[src/rtl/scs8hd_scan_pkg.sv]
// Shared types and helpers for the scan-chain driver.
// Holds the sequencer state encoding and the bit-counter width function.
package scs8hd_scan_pkg;

  typedef enum logic [1:0] {
    IDLE   = 2'd0,
    LOAD   = 2'd1,
    CAPT   = 2'd2,
    UNLOAD = 2'd3
  } scan_state_e;

  // Bit counter must reach CHAIN_LEN-1 without wrapping.
  function automatic int cnt_width(input int chain_len);
    return $clog2(chain_len) + 1;
  endfunction

endpackage

[src/rtl/scs8hd_scan_shreg.sv]
// Parallel-load, serial-shift register of WIDTH bits.
// Shifts towards the MSB, taking sin into the LSB; load has priority over shift.
module scs8hd_scan_shreg #(
  parameter int WIDTH = 16
) (
  input  logic             clk,
  input  logic             rst,
  input  logic             load,
  input  logic             shift,
  input  logic             sin,
  input  logic [WIDTH-1:0] din,
  output logic [WIDTH-1:0] q
);

  // Register update: async clear, then parallel load or one-bit shift.
  always_ff @(posedge clk or posedge rst) begin
    if (rst) begin
      q <= '0;
    end else if (load) begin
      q <= din;
    end else if (shift) begin
      q <= {q[WIDTH-2:0], sin};
    end
  end

endmodule

[src/rtl/scs8hd_scan_drv.sv]
// Scan-chain driver: loads a pattern into a scan chain, applies one capture
// cycle, then unloads the chain response into RESP and pulses DONE.
// Optional response compare (EXP_IN input, FAIL output) is enabled by
// defining SCS8HD_SCAN_DRV_CMP_EN.
//
// Handshake: START is sampled only while idle (BUSY=0, including the DONE
// cycle); a START seen while BUSY=1 is dropped, never queued. DONE is a
// single-cycle strobe marking RESP (and FAIL) valid; they hold until the
// next DONE.
//
// SCD is taken straight from the pattern register MSB. That register shifts
// in zeros, so it is empty once the last pattern bit has gone out, which
// keeps SCD low in CAPT, UNLOAD and IDLE without extra muxing.
module scs8hd_scan_drv
  import scs8hd_scan_pkg::*;
#(
  parameter int CHAIN_LEN = 16
) (
  input  logic                 CLK,
  input  logic                 RESET,
  input  logic                 START,
  input  logic [CHAIN_LEN-1:0] PAT_IN,
  input  logic                 SO,
`ifdef SCS8HD_SCAN_DRV_CMP_EN
  input  logic [CHAIN_LEN-1:0] EXP_IN,
  output logic                 FAIL,
`endif
  output logic                 SCE,
  output logic                 SCD,
  output logic                 BUSY,
  output logic                 DONE,
  output logic [CHAIN_LEN-1:0] RESP,
  output logic [1:0]           dbg_state
);

  localparam int            CW       = cnt_width(CHAIN_LEN);
  localparam logic [CW-1:0] CNT_LAST = CW'(CHAIN_LEN - 1);

  scan_state_e          state, state_d;
  logic [CW-1:0]        cnt, cnt_d;
  logic                 sce_d, busy_d, done_d;
  logic                 pat_ld, pat_sh, rsp_ld, rsp_sh, resp_upd;
  logic [CHAIN_LEN-1:0] pat_q, rsp_q, rsp_next;

  scs8hd_scan_shreg #(.WIDTH(CHAIN_LEN)) u_pat (
    .clk   (CLK),
    .rst   (RESET),
    .load  (pat_ld),
    .shift (pat_sh),
    .sin   (1'b0),
    .din   (PAT_IN),
    .q     (pat_q)
  );

  scs8hd_scan_shreg #(.WIDTH(CHAIN_LEN)) u_rsp (
    .clk   (CLK),
    .rst   (RESET),
    .load  (rsp_ld),
    .shift (rsp_sh),
    .sin   (SO),
    .din   ({CHAIN_LEN{1'b0}}),
    .q     (rsp_q)
  );

  // Pattern MSB goes out first; response is the shift register with the
  // current SO appended and the oldest bit dropped.
  assign SCD       = 1'(pat_q >> (CHAIN_LEN - 1));
  assign rsp_next  = CHAIN_LEN'({rsp_q, SO});
  assign dbg_state = state;

  // Next-state and next-output decode for the load/capture/unload sequence.
  always_comb begin
    state_d  = state;
    cnt_d    = cnt;
    sce_d    = SCE;
    busy_d   = BUSY;
    done_d   = 1'b0;
    pat_ld   = 1'b0;
    pat_sh   = 1'b0;
    rsp_ld   = 1'b0;
    rsp_sh   = 1'b0;
    resp_upd = 1'b0;
    case (state)
      IDLE: begin
        sce_d  = 1'b0;
        busy_d = 1'b0;
        if (START) begin
          state_d = LOAD;
          cnt_d   = '0;
          sce_d   = 1'b1;
          busy_d  = 1'b1;
          pat_ld  = 1'b1;
          rsp_ld  = 1'b1;
        end
      end
      LOAD: begin
        pat_sh = 1'b1;
        if (cnt == CNT_LAST) begin
          state_d = CAPT;
          cnt_d   = '0;
          sce_d   = 1'b0;
        end else begin
          cnt_d = cnt + CW'(1);
        end
      end
      CAPT: begin
        state_d = UNLOAD;
        cnt_d   = '0;
        sce_d   = 1'b1;
      end
      UNLOAD: begin
        rsp_sh = 1'b1;
        if (cnt == CNT_LAST) begin
          state_d  = IDLE;
          cnt_d    = '0;
          sce_d    = 1'b0;
          busy_d   = 1'b0;
          done_d   = 1'b1;
          resp_upd = 1'b1;
        end else begin
          cnt_d = cnt + CW'(1);
        end
      end
      default: begin
        state_d = IDLE;
        cnt_d   = '0;
        sce_d   = 1'b0;
        busy_d  = 1'b0;
      end
    endcase
  end

  // State, counter and registered outputs; reset aborts any sequence.
  always_ff @(posedge CLK or posedge RESET) begin
    if (RESET) begin
      state <= IDLE;
      cnt   <= '0;
      SCE   <= 1'b0;
      BUSY  <= 1'b0;
      DONE  <= 1'b0;
      RESP  <= '0;
    end else begin
      state <= state_d;
      cnt   <= cnt_d;
      SCE   <= sce_d;
      BUSY  <= busy_d;
      DONE  <= done_d;
      if (resp_upd) RESP <= rsp_next;
    end
  end

`ifdef SCS8HD_SCAN_DRV_CMP_EN
  logic [CHAIN_LEN-1:0] exp_q;

  // Expected response is latched with the pattern; FAIL updates with RESP.
  always_ff @(posedge CLK or posedge RESET) begin
    if (RESET) begin
      exp_q <= '0;
      FAIL  <= 1'b0;
    end else begin
      if (pat_ld)   exp_q <= EXP_IN;
      if (resp_upd) FAIL  <= (rsp_next != exp_q);
    end
  end
`endif

endmodule

[config.mk]
export PLATFORM = sky130hd
export DESIGN_NAME = scs8hd_scan_drv
export DESIGN_NICKNAME = d
export VERILOG_FILES = /design/src/rtl/scs8hd_scan_pkg.sv /design/src/rtl/scs8hd_scan_shreg.sv /design/src/rtl/scs8hd_scan_drv.sv
export SDC_FILE = /design/constraint.sdc
export NUM_CORES = 1
export LEC_CHECK = 0
export CORE_MARGIN = 1.5
export CORE_UTILIZATION = 38
export CTS_CLUSTER_SIZE = 28
export DETAILED_ROUTE_END_ITERATION = 16
export SKIP_CTS_REPAIR_TIMING = 1
export SLEW_MARGIN = 10
export SYNTH_ARGS = -nofsm -noshare
export SYNTH_HDL_FRONTEND = slang
export SYNTH_SLANG_ARGS = --single-unit
[constraint.sdc]
create_clock -name CLK -period 2.65 [get_ports CLK]
set_input_delay 0.3975 -clock CLK [delete_from_list [all_inputs] [get_ports CLK]]
set_output_delay 0.3975 -clock CLK [all_outputs]
set_load 0.03 [all_outputs]
**M1 wires**

Scale: 6 px per um. Supply wires on this layer in gray. Cells faint in the background.
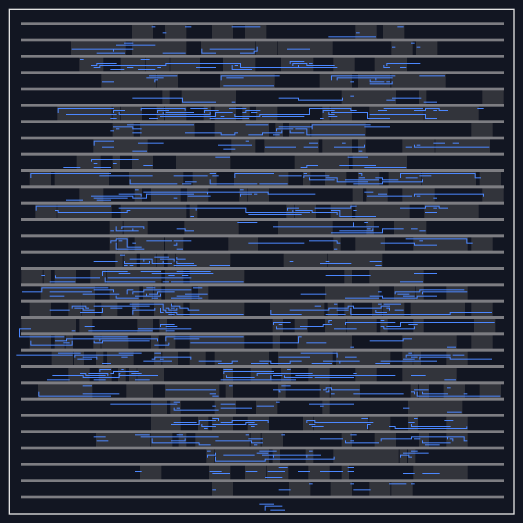
main direction: horizontal
longest straight run: 21.2 um
total number of vias: 1600
met1 track utilization from global routing: 18.43%
Routed Wire Length: 4353 um

**The metal 2 layer**

Scale: 6 px per um.
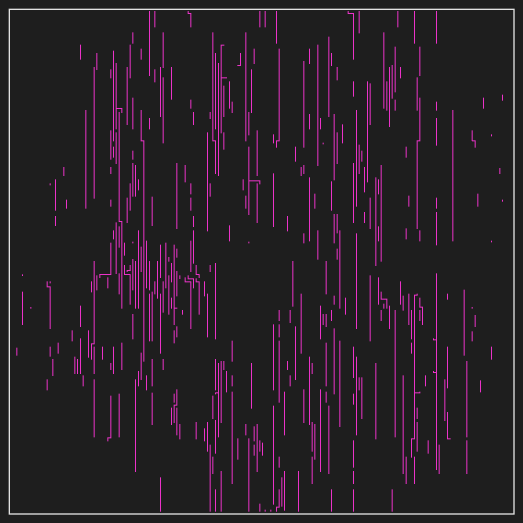
wire length on this layer: 1940 um
nets with wire on the layer: 227
met2 Resource Use GR: 20.45%

**M3 wires**

Scale: 6 px per um. Cells faint in the background.
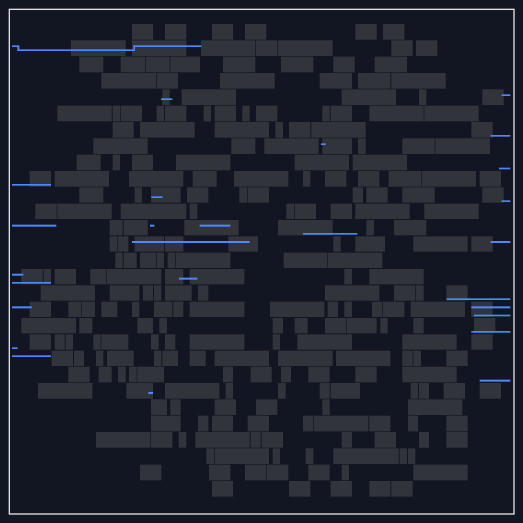
longest straight run: 19.3 um
main direction: horizontal
wire length on this layer: 147 um
nets with wire on the layer: 20
share of all routed wire: 3.4%
global routing met3 resource utilization: 4.352%

**Clock wires, drivers and flops**

Scale: 3 px per um.
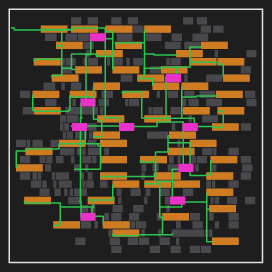
[green] clock wires | length: 806 um
[magenta] cells driving clock nets | count: 9
[orange] flip-flops | count: 57
flops lie: all over the die
clock network power: 877 uW
worst clock skew: 8.593 ps
clock share of power: 28.7%
insertion delay to the later sink of the worst-skew pair: 330 ps

==> datasheet_impl.txt <==
Characteristics after synthesis and place and route

Parameter                              Value

Routing
  M1 WL    ~2200 um
  Routed length on met3    146 um
  Met2 routed WL    ~1900 um
  Number of optimization iterations in the first detailed-route pass    4
  Average wire per standard cell    between 10 and 15 um
  Violation count after the first detailed-routing iteration    88

Synth
  XOR/XNOR Area Share    0%
  Post-synthesis cell area    approximately 2500 um^2
  Prevailing logic family in the synthesized netlist    multiplexers
  Instance count of the mapped netlist    slightly above 200
  Synthesized netlist net count    roughly 230
  Top cell type's share of synthesized area    between 50% and 60%
  Mean Syn Cell Area    roughly 12 um^2

Floorplan
  Number of top-level pins    42

Outcome
  Run status    complete, no violations

Cells and area
  Largest registers    RESP (16), u_pat.q (16), u_rsp.q (15)
  Biggest Area Class    flip-flops and latches
  Inverters    5
  Number of flip-flops and latches    roughly 57
  Fraction of area in registers    between 40% and 50%
  Area fraction of clock buffers and clock inverters    under 10%
  Buffer count excluding the clock tree in the final layout    roughly 45
  Count of multi-input gates    about 130
  Number of antenna cells inserted    0
  Area grow syn2layout    27.73%

Critical path
  Worst setup path start    dbg_state[1]
  Maximum net fanout on the critical path    7
  Origin of the critical flop-to-flop path    dbg_state[1]
  Reg2Reg Capture Point    cnt[3]
  Delay of the slowest cell on the worst path    between 400 and 500 ps
  Register-to-register setup slack    approximately 800 ps

Min path
  Tightest Hold Check Type    in2async

Global routing
  Global-route congestion overflow total    0
  Number of global-route vias before repair    around 1700

Final timing
  Share of the clock period used by the worst path    between 60% and 70%
  Min cycle time layout    between 1500 and 2000 ps

Placement
  Total placed instance area    approximately 3000 um^2
  Placed instance count    approximately 320

CTS
  CTS H-tree lvls    3
  Max clock buf depth    2

Job
  Max-cap violation count    0
-- power by group --
group | total [mW] | switching, mW | internal (mW) | leakage (nW)
clock | 0.877 | 0.349 | 0.528 | 0.0995
sequential | 1.22 | 0.137 | 1.08 | 0.758
combinational | 0.961 | 0.534 | 0.427 | 0.645
-- Yosys cell counts --
cell type / n
sky130_fd_sc_hd__o21a_1: 1
sky130_fd_sc_hd__nor3_1: 1
sky130_fd_sc_hd__nand2_4: 1
sky130_fd_sc_hd__o32a_1: 1
sky130_fd_sc_hd__and2_1: 1
sky130_fd_sc_hd__nand3_1: 1
sky130_fd_sc_hd__mux2i_1: 30
sky130_fd_sc_hd__nand3b_1: 1
sky130_fd_sc_hd__o21ai_0: 20
sky130_fd_sc_hd__nor2_1: 19
sky130_fd_sc_hd__dfrtp_1: 57
sky130_fd_sc_hd__nor2b_1: 1
sky130_fd_sc_hd__nand2b_1: 2
sky130_fd_sc_hd__o22ai_1: 2
sky130_fd_sc_hd__a21o_2: 1
sky130_fd_sc_hd__buf_2: 6
sky130_fd_sc_hd__nand2_1: 23
sky130_fd_sc_hd__clkbuf_1: 3
sky130_fd_sc_hd__ha_1: 5
sky130_fd_sc_hd__inv_1: 5
sky130_fd_sc_hd__a21oi_1: 1
sky130_fd_sc_hd__buf_8: 2
sky130_fd_sc_hd__a31oi_1: 1
sky130_fd_sc_hd__a22o_1: 2
sky130_fd_sc_hd__and4b_4: 1
sky130_fd_sc_hd__mux2_4: 9
sky130_fd_sc_hd__mux2_2: 7
-- worst max-delay path, delay by kind of cell (launching register included) --
family	cells	cell delay [ps]
compound gates	2	370
buf+inv	1	110
simple gates	2	590
fa+ha+maj	1	250
flops	1	420
No activity file was given, so power comes from the tool's default toggle rates.
